**config.mk**
```make
export PLATFORM = sky130hd
export DESIGN_NAME = spi_slave
export DESIGN_NICKNAME = d
export VERILOG_FILES = /design/src/rtl/spi_slave.sv
export SDC_FILE = /design/constraint.sdc
export NUM_CORES = 1
export LEC_CHECK = 0
export CORE_MARGIN = 8
export CORE_UTILIZATION = 40
export DETAILED_ROUTE_END_ITERATION = 8
export PLACE_DENSITY = 0.73
export SLEW_MARGIN = 20
export SYNTH_ARGS = -nofsm -noshare
export SYNTH_HDL_FRONTEND = slang
export SYNTH_SLANG_ARGS = --single-unit
```
**constraint.sdc**
```tcl
create_clock -name clk_i -period 2.4 [get_ports clk_i]
set_input_delay 0.48 -clock clk_i [delete_from_list [all_inputs] [get_ports clk_i]]
set_output_delay 0.48 -clock clk_i [all_outputs]
set_load 0.01 [all_outputs]
```
**src/rtl/spi_slave.sv**
```systemverilog
// SPI mode-0 (CPOL=0, CPHA=0) target-side responder, MSB first, CS active-low.
// SCK/CS/MOSI are oversampled in the system clock domain (clk_i must run at
// least 4x SCK). Received bytes appear on a byte-wide RX stream with a
// one-cycle rx_valid_o strobe; transmit bytes go through a single-entry
// holding register with a valid/ready handshake.
//
// Ports:
//   clk_i          system clock
//   rst_i          synchronous, active-high reset
//   spi_clk_i      SCK from master (idles low)
//   spi_cs_i       chip select from master, active low
//   spi_mosi_i     master-out data
//   spi_miso_o     slave-out data
//   spi_miso_oe_o  pad tri-state enable, high while selected
//   tx_data_i      next byte to send
//   tx_valid_i     tx_data_i offered; accepted when tx_ready_o is high
//   tx_ready_o     TX holding register empty
//   rx_data_o      last complete received byte
//   rx_valid_o     one-cycle pulse, rx_data_o updated
//   tx_underrun_o  one-cycle pulse, IDLE_BYTE loaded because holding reg empty
//   selected_o     transfer in progress (synchronized CS asserted)
module spi_slave #(
  parameter int unsigned SYNC_STAGES = 2,
  parameter logic [7:0]  IDLE_BYTE   = 8'hFF
) (
  input  logic       clk_i,
  input  logic       rst_i,
  input  logic       spi_clk_i,
  input  logic       spi_cs_i,
  input  logic       spi_mosi_i,
  output logic       spi_miso_o,
  output logic       spi_miso_oe_o,
  input  logic [7:0] tx_data_i,
  input  logic       tx_valid_i,
  output logic       tx_ready_o,
  output logic [7:0] rx_data_o,
  output logic       rx_valid_o,
  output logic       tx_underrun_o,
  output logic       selected_o
);

  typedef enum logic [0:0] {StIdle, StActive} state_e;

  // ---------------------------------------------------------------------------
  // Input synchronizers and edge detection
  // ---------------------------------------------------------------------------
  logic [SYNC_STAGES-1:0] sck_sync_q, cs_sync_q, mosi_sync_q;
  logic                   sck_prev_q, cs_prev_q;
  // Fills with ones after reset; the top bit marks that cs_prev_q holds a real
  // sample rather than the reset fill value.
  logic [SYNC_STAGES:0]   flush_q;
  // Set once CS has been seen high after reset, so a CS already low at reset
  // release is not mistaken for a new transfer.
  logic                   armed_q;

  always_ff @(posedge clk_i) begin
    if (rst_i) begin
      sck_sync_q  <= '0;
      cs_sync_q   <= '1;
      mosi_sync_q <= '0;
      sck_prev_q  <= 1'b0;
      cs_prev_q   <= 1'b1;
      flush_q     <= '0;
      armed_q     <= 1'b0;
    end else begin
      sck_sync_q  <= {sck_sync_q[SYNC_STAGES-2:0], spi_clk_i};
      cs_sync_q   <= {cs_sync_q[SYNC_STAGES-2:0], spi_cs_i};
      mosi_sync_q <= {mosi_sync_q[SYNC_STAGES-2:0], spi_mosi_i};
      sck_prev_q  <= sck_sync_q[SYNC_STAGES-1];
      cs_prev_q   <= cs_sync_q[SYNC_STAGES-1];
      flush_q     <= {flush_q[SYNC_STAGES-1:0], 1'b1};
      armed_q     <= armed_q | (flush_q[SYNC_STAGES] & cs_prev_q);
    end
  end

  logic sck_lvl, cs_lvl, mosi_lvl;
  logic sck_rise, sck_fall, cs_fall, cs_rise;

  assign sck_lvl  = sck_sync_q[SYNC_STAGES-1];
  assign cs_lvl   = cs_sync_q[SYNC_STAGES-1];
  // MOSI taken from the same stage as SCK so both describe the same instant.
  assign mosi_lvl = mosi_sync_q[SYNC_STAGES-1];
  assign sck_rise = sck_lvl & ~sck_prev_q;
  assign sck_fall = ~sck_lvl & sck_prev_q;
  assign cs_fall  = armed_q & ~cs_lvl & cs_prev_q;
  assign cs_rise  = cs_lvl & ~cs_prev_q;

  // ---------------------------------------------------------------------------
  // Transfer FSM
  // ---------------------------------------------------------------------------
  state_e state_q, state_d;
  logic [2:0] bit_cnt_q, bit_cnt_d;

  always_ff @(posedge clk_i) begin
    if (rst_i) begin
      state_q <= StIdle;
    end else begin
      state_q <= state_d;
    end
  end

  always_comb begin
    state_d = state_q;
    unique case (state_q)
      StIdle:   if (cs_fall) state_d = StActive;
      StActive: if (cs_rise) state_d = StIdle;
      default:  state_d = StIdle;
    endcase
  end

  logic start_xfer, end_xfer, load_tx, shift_tx, rx_bit, active;

  always_comb begin
    start_xfer = 1'b0;
    end_xfer   = 1'b0;
    load_tx    = 1'b0;
    shift_tx   = 1'b0;
    rx_bit     = 1'b0;
    active     = 1'b0;
    unique case (state_q)
      StIdle: begin
        start_xfer = cs_fall;
        load_tx    = cs_fall;
      end
      StActive: begin
        active = 1'b1;
        // CS rise takes priority over any SCK edge seen in the same cycle.
        if (cs_rise) begin
          end_xfer = 1'b1;
        end else begin
          rx_bit = sck_rise;
          if (sck_fall) begin
            if (bit_cnt_q == 3'd0) load_tx = 1'b1;
            else                   shift_tx = 1'b1;
          end
        end
      end
      default: ;
    endcase
  end

  // ---------------------------------------------------------------------------
  // Datapath
  // ---------------------------------------------------------------------------
  logic [7:0] tx_shift_q, tx_shift_d;
  logic [7:0] hold_q, hold_d;
  logic       hold_full_q, hold_full_d;
  logic [7:0] rx_shift_q, rx_shift_d;
  logic [7:0] rx_data_q, rx_data_d;
  logic       rx_valid_q, rx_valid_d;
  logic       underrun_q, underrun_d;
  logic       miso_q, miso_d;
  logic [7:0] tx_next;

  always_comb begin
    tx_shift_d  = tx_shift_q;
    hold_d      = hold_q;
    hold_full_d = hold_full_q;
    rx_shift_d  = rx_shift_q;
    rx_data_d   = rx_data_q;
    rx_valid_d  = 1'b0;
    underrun_d  = 1'b0;
    miso_d      = miso_q;
    bit_cnt_d   = bit_cnt_q;
    tx_next     = hold_full_q ? hold_q : IDLE_BYTE;

    if (load_tx) begin
      tx_shift_d  = tx_next;
      miso_d      = tx_next[7];
      underrun_d  = ~hold_full_q;
      hold_full_d = 1'b0;
    end else if (shift_tx) begin
      tx_shift_d = {tx_shift_q[6:0], 1'b0};
      miso_d     = tx_shift_q[6];
    end

    if (start_xfer) bit_cnt_d = 3'd0;

    if (end_xfer) begin
      bit_cnt_d = 3'd0;
      miso_d    = 1'b0;
    end

    if (rx_bit) begin
      rx_shift_d = {rx_shift_q[6:0], mosi_lvl};
      bit_cnt_d  = bit_cnt_q + 3'd1;
      if (bit_cnt_q == 3'd7) begin
        rx_data_d  = rx_shift_d;
        rx_valid_d = 1'b1;
      end
    end

    // Only an empty register accepts, so this never collides with a load
    // that empties a full one; such an offer waits for tx_ready_o next cycle.
    if (tx_valid_i && !hold_full_q) begin
      hold_d      = tx_data_i;
      hold_full_d = 1'b1;
    end
  end

  always_ff @(posedge clk_i) begin
    if (rst_i) begin
      tx_shift_q  <= '0;
      hold_q      <= '0;
      hold_full_q <= 1'b0;
      rx_shift_q  <= '0;
      rx_data_q   <= '0;
      rx_valid_q  <= 1'b0;
      underrun_q  <= 1'b0;
      miso_q      <= 1'b0;
      bit_cnt_q   <= 3'd0;
    end else begin
      tx_shift_q  <= tx_shift_d;
      hold_q      <= hold_d;
      hold_full_q <= hold_full_d;
      rx_shift_q  <= rx_shift_d;
      rx_data_q   <= rx_data_d;
      rx_valid_q  <= rx_valid_d;
      underrun_q  <= underrun_d;
      miso_q      <= miso_d;
      bit_cnt_q   <= bit_cnt_d;
    end
  end

  assign spi_miso_o    = miso_q;
  assign spi_miso_oe_o = active;
  assign selected_o    = active;
  assign tx_ready_o    = ~hold_full_q;
  assign rx_data_o     = rx_data_q;
  assign rx_valid_o    = rx_valid_q;
  assign tx_underrun_o = underrun_q;

endmodule

```
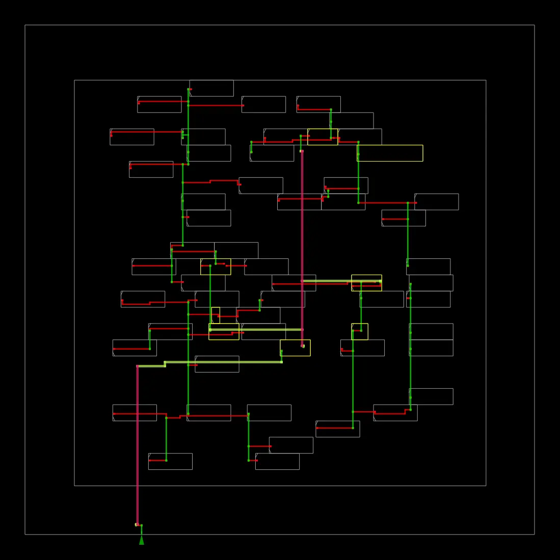
**Above:** clock wiring as the flow saved it.
Clock Sink Count: 50
Clock net power: 578 µW
Inserted Clock Buffers: 5
clock latency on the worst-skew pair: 300 ps
number of clock buffers in the layout: 6

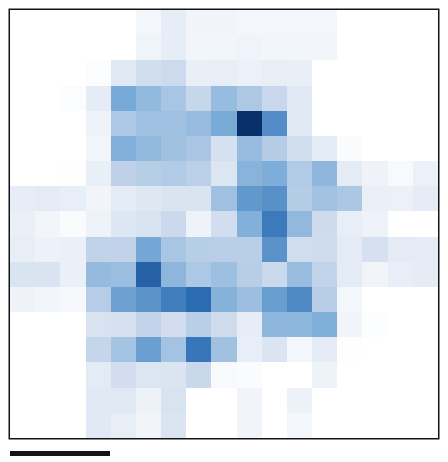
**Above:** signal metal coverage by tile.
The bar under the picture is 20 µm long. The die is cut into 17 by 17 equal tiles; white is low, dark blue is high, scaled to the fullest tile. Values are wire area over tile area, all layers added.
mean over tiles: 0.076
tiles over half the peak: 5.5%
nearly empty tiles: 35%
final wirelength: 3.53 mm
detailed-route via count: 1446

==> results.md <==
| Item | This run | Unit |
|:---|:---|:---|
| Buffers plus inverters on the worst setup path | 2 | - |
| Placed standard-cell area | 2230 | µm² |
| WP data arrival | 1490 | ps |
| Mux contribution to synthesized area | 3.64 | % |
| Drt first pass iters | 4 | - |
| Area fraction in full adders, half adders and majority gates | 1.95 | % |
| Post-route ant nets | 0 | - |
| Launching element of the worst setup path | hold_full_q | - |
| Maximum number of pins on one net before global-route repair | 19 | - |
| Number of rows created at floorplan | 25 | - |
| Gpl congestion | 0.760 | - |
| Primary flip-flop cell chosen by synthesis mapping | sky130_fd_sc_hd__dfxtp_1 | - |
| Top post-synthesis cells by area | sky130_fd_sc_hd__dfxtp_1, sky130_fd_sc_hd__nand2_1, sky130_fd_sc_hd__a21oi_1 | - |
| Worst Path Max Fanout | 11 | - |
| Final instance count without filler cells | 294 | - |
| Hold Path End | cs_sync_q[1] | - |
| Chip area from the yosys synthesis statistics | 1930 | µm² |
| Final core utilization | 49.8 | % |
| Final nets | 256 | - |
| Final setup margin | 432 | ps |
| Fraction of final layout cells with drive strength greater than 1 | 9.17 | % |
| Total Die Area | 7290 | µm² |
| Clock transition time at the flip-flop clock pins of the worst setup and hold paths | 90 | ps |
| Ratio of final minimum period to clock period | 82.0 | % |
| Number of hold violations in the final report | 0 | - |
| Post-synth regs | 50 | - |
| Half-perimeter wire length of the detailed placement result | 2.56 | mm |
| Unrepaired setup endpoints after global routing | no | - |
| Design Power | 1.54 | mW |
| Maximum buffer depth of the clock tree | 2 | - |
| Initial antenna violation count | 0 | - |
| CP max-delay cell | sky130_fd_sc_hd__dfxtp_1 | - |
| Average instance area after synthesis | 9.00 | µm² |
| Headroom to the max-slew limit | 60.3 | % |
| Initial drt markers | 98 | - |
| Outcome | finished, final reports clean | - |
| Async set-or-reset flop fraction in the synthesized netlist | 0 | % |
| Post-synth design cell area | 1930 | µm² |
| Filler instances | 446 | - |
| Final setup viols | 0 | - |
| XOR/XNOR Area Share | 0 | % |
| Capture point of the worst path | tx_ready_o | - |
| Cell count of the worst reg-to-reg path | 5 | - |
| Number of warnings the tools reported | 27 | - |
| Total Routing Usage GR | 9.87 | % |
| Count of antenna diodes in the layout | 0 | - |
| Count of distinct cell types in the synthesized netlist | 33 | - |
| Area added between synthesis and finish | 21.2 | % |
| Port Buf Inserts | 27 | - |
| Class of the tightest hold or removal check | register to register | - |
| Vias per inst | 4.92 | - |
| Root buf cell | sky130_fd_sc_hd__clkbuf_8 | - |
| Clock tree from TritonCTS | done | - |
| Most used standard cell by instance count after synthesis | sky130_fd_sc_hd__dfxtp_1 | - |
| Flip-flops with a built-in enable | 0 | - |
| Number of global-route vias before repair | 1296 | - |
| Min Clock Period, post-route | 1970 | ps |
| R2r startpoint | bit_cnt_q[1] | - |
| Vertical die size | 85.4 | µm |
| Worst supply voltage drop on vdd | 0.347 | mV |
| Global-route wire length before repair | 5.88 | mm |
| Critical register-to-register path endpoint | rx_data_o[6] | - |
| Average wire per cell in the routed design | 12.0 | µm |
| Longest individual stage delay on the worst path | 540 | ps |
| IO Count | 28 | - |
| Dpl ws | 609 | ps |
| Gate count of the mapped netlist | 214 | - |
| Fmax | 0.508 | GHz |
| Dominant comb cell | simple AND/OR/NAND/NOR gates | - |
| Floorplan Core Area | 4690 | µm² |
| Final global-route overflow total | 0 | - |
| Cell taking the most area after synthesis | sky130_fd_sc_hd__dfxtp_1 | - |
| Logic depth of the worst path, buffers included | 2 | - |
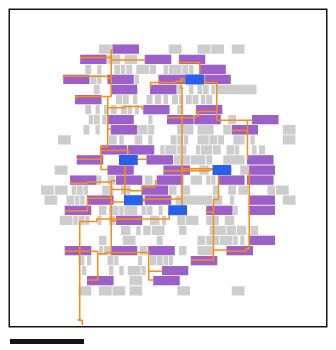
**Above:** routed clock nets over the placement.
The bar under the picture is 20 µm long.
[flip-flops] purple | count: 50
[clock-net drivers] blue | count: 5
[clock wires] orange | length: 540 µm
routed clock nets: 6
power share of the clock group: 37.6%
Post-Route Skew: 10.7 ps

## sequential cells by signal (all words and copies together), names as in the netlist
signal / count
rx_shift_q: 7
tx_shift_q: 7
state_q: 1
armed_q: 1
cs_prev_q: 1
tx_underrun_o: 1
flush_q: 3
hold_full_q: 1
rx_data_o: 8
hold_q: 8
rx_valid_o: 1
sck_prev_q: 1
sck_sync_q: 2
bit_cnt_q: 3
spi_miso_o: 1
mosi_sync_q: 2
cs_sync_q: 2
## logic make-up (layout without fill, tap and decap cells)
family	count (synthesis)	in the layout
DFF	50	50
muxes	7	7
buffers and inverters	20	46
adders and majority gates	3	3
AOI/OAI and AO/OA	42	42
and+or+nand+nor	92	92
## layout by cell type, fill, tap and decap left out, drive strengths merged, types with 3 or more instances in the layout
cell type / instances
clkdlybuf4s50: 27
inv: 7
nand3: 10
nor2b: 9
dfxtp: 50
a211oi: 7
clkbuf: 6
buf: 4
nand2: 42
nor2: 14
nand2b: 8
or2: 3
a21oi: 26
ha: 3
o21ai: 3
mux2i: 7
## power breakdown
part | internal [mW] | switching [mW]
Sequential | 0.850 | 0.0139
Combinational | 0.0498 | 0.0458
Clock | 0.311 | 0.267
## area by class of cell
cell class	count	area [µm²]	area share, %
clock buffers	6	72.6	3.11
clock inverters	2	37.5	1.61
inverters	7	26.3	1.12
multi-input cells	144	831	35.6
flip-flops and latches	50	1000	42.8
well taps	54	67.6	2.89
repair buffers	31	300	12.9
## per-layer routing
layer,vias to the layer above,GRT usage [%],part of all wire [%]
li1,762,-,-
met1,654,12.4,50
met2,24,15.2,44
met3,6,2.90,3.9
met4,0,4.30,1.7
met5,-,0,0
Power and IR drop assume default switching activity.
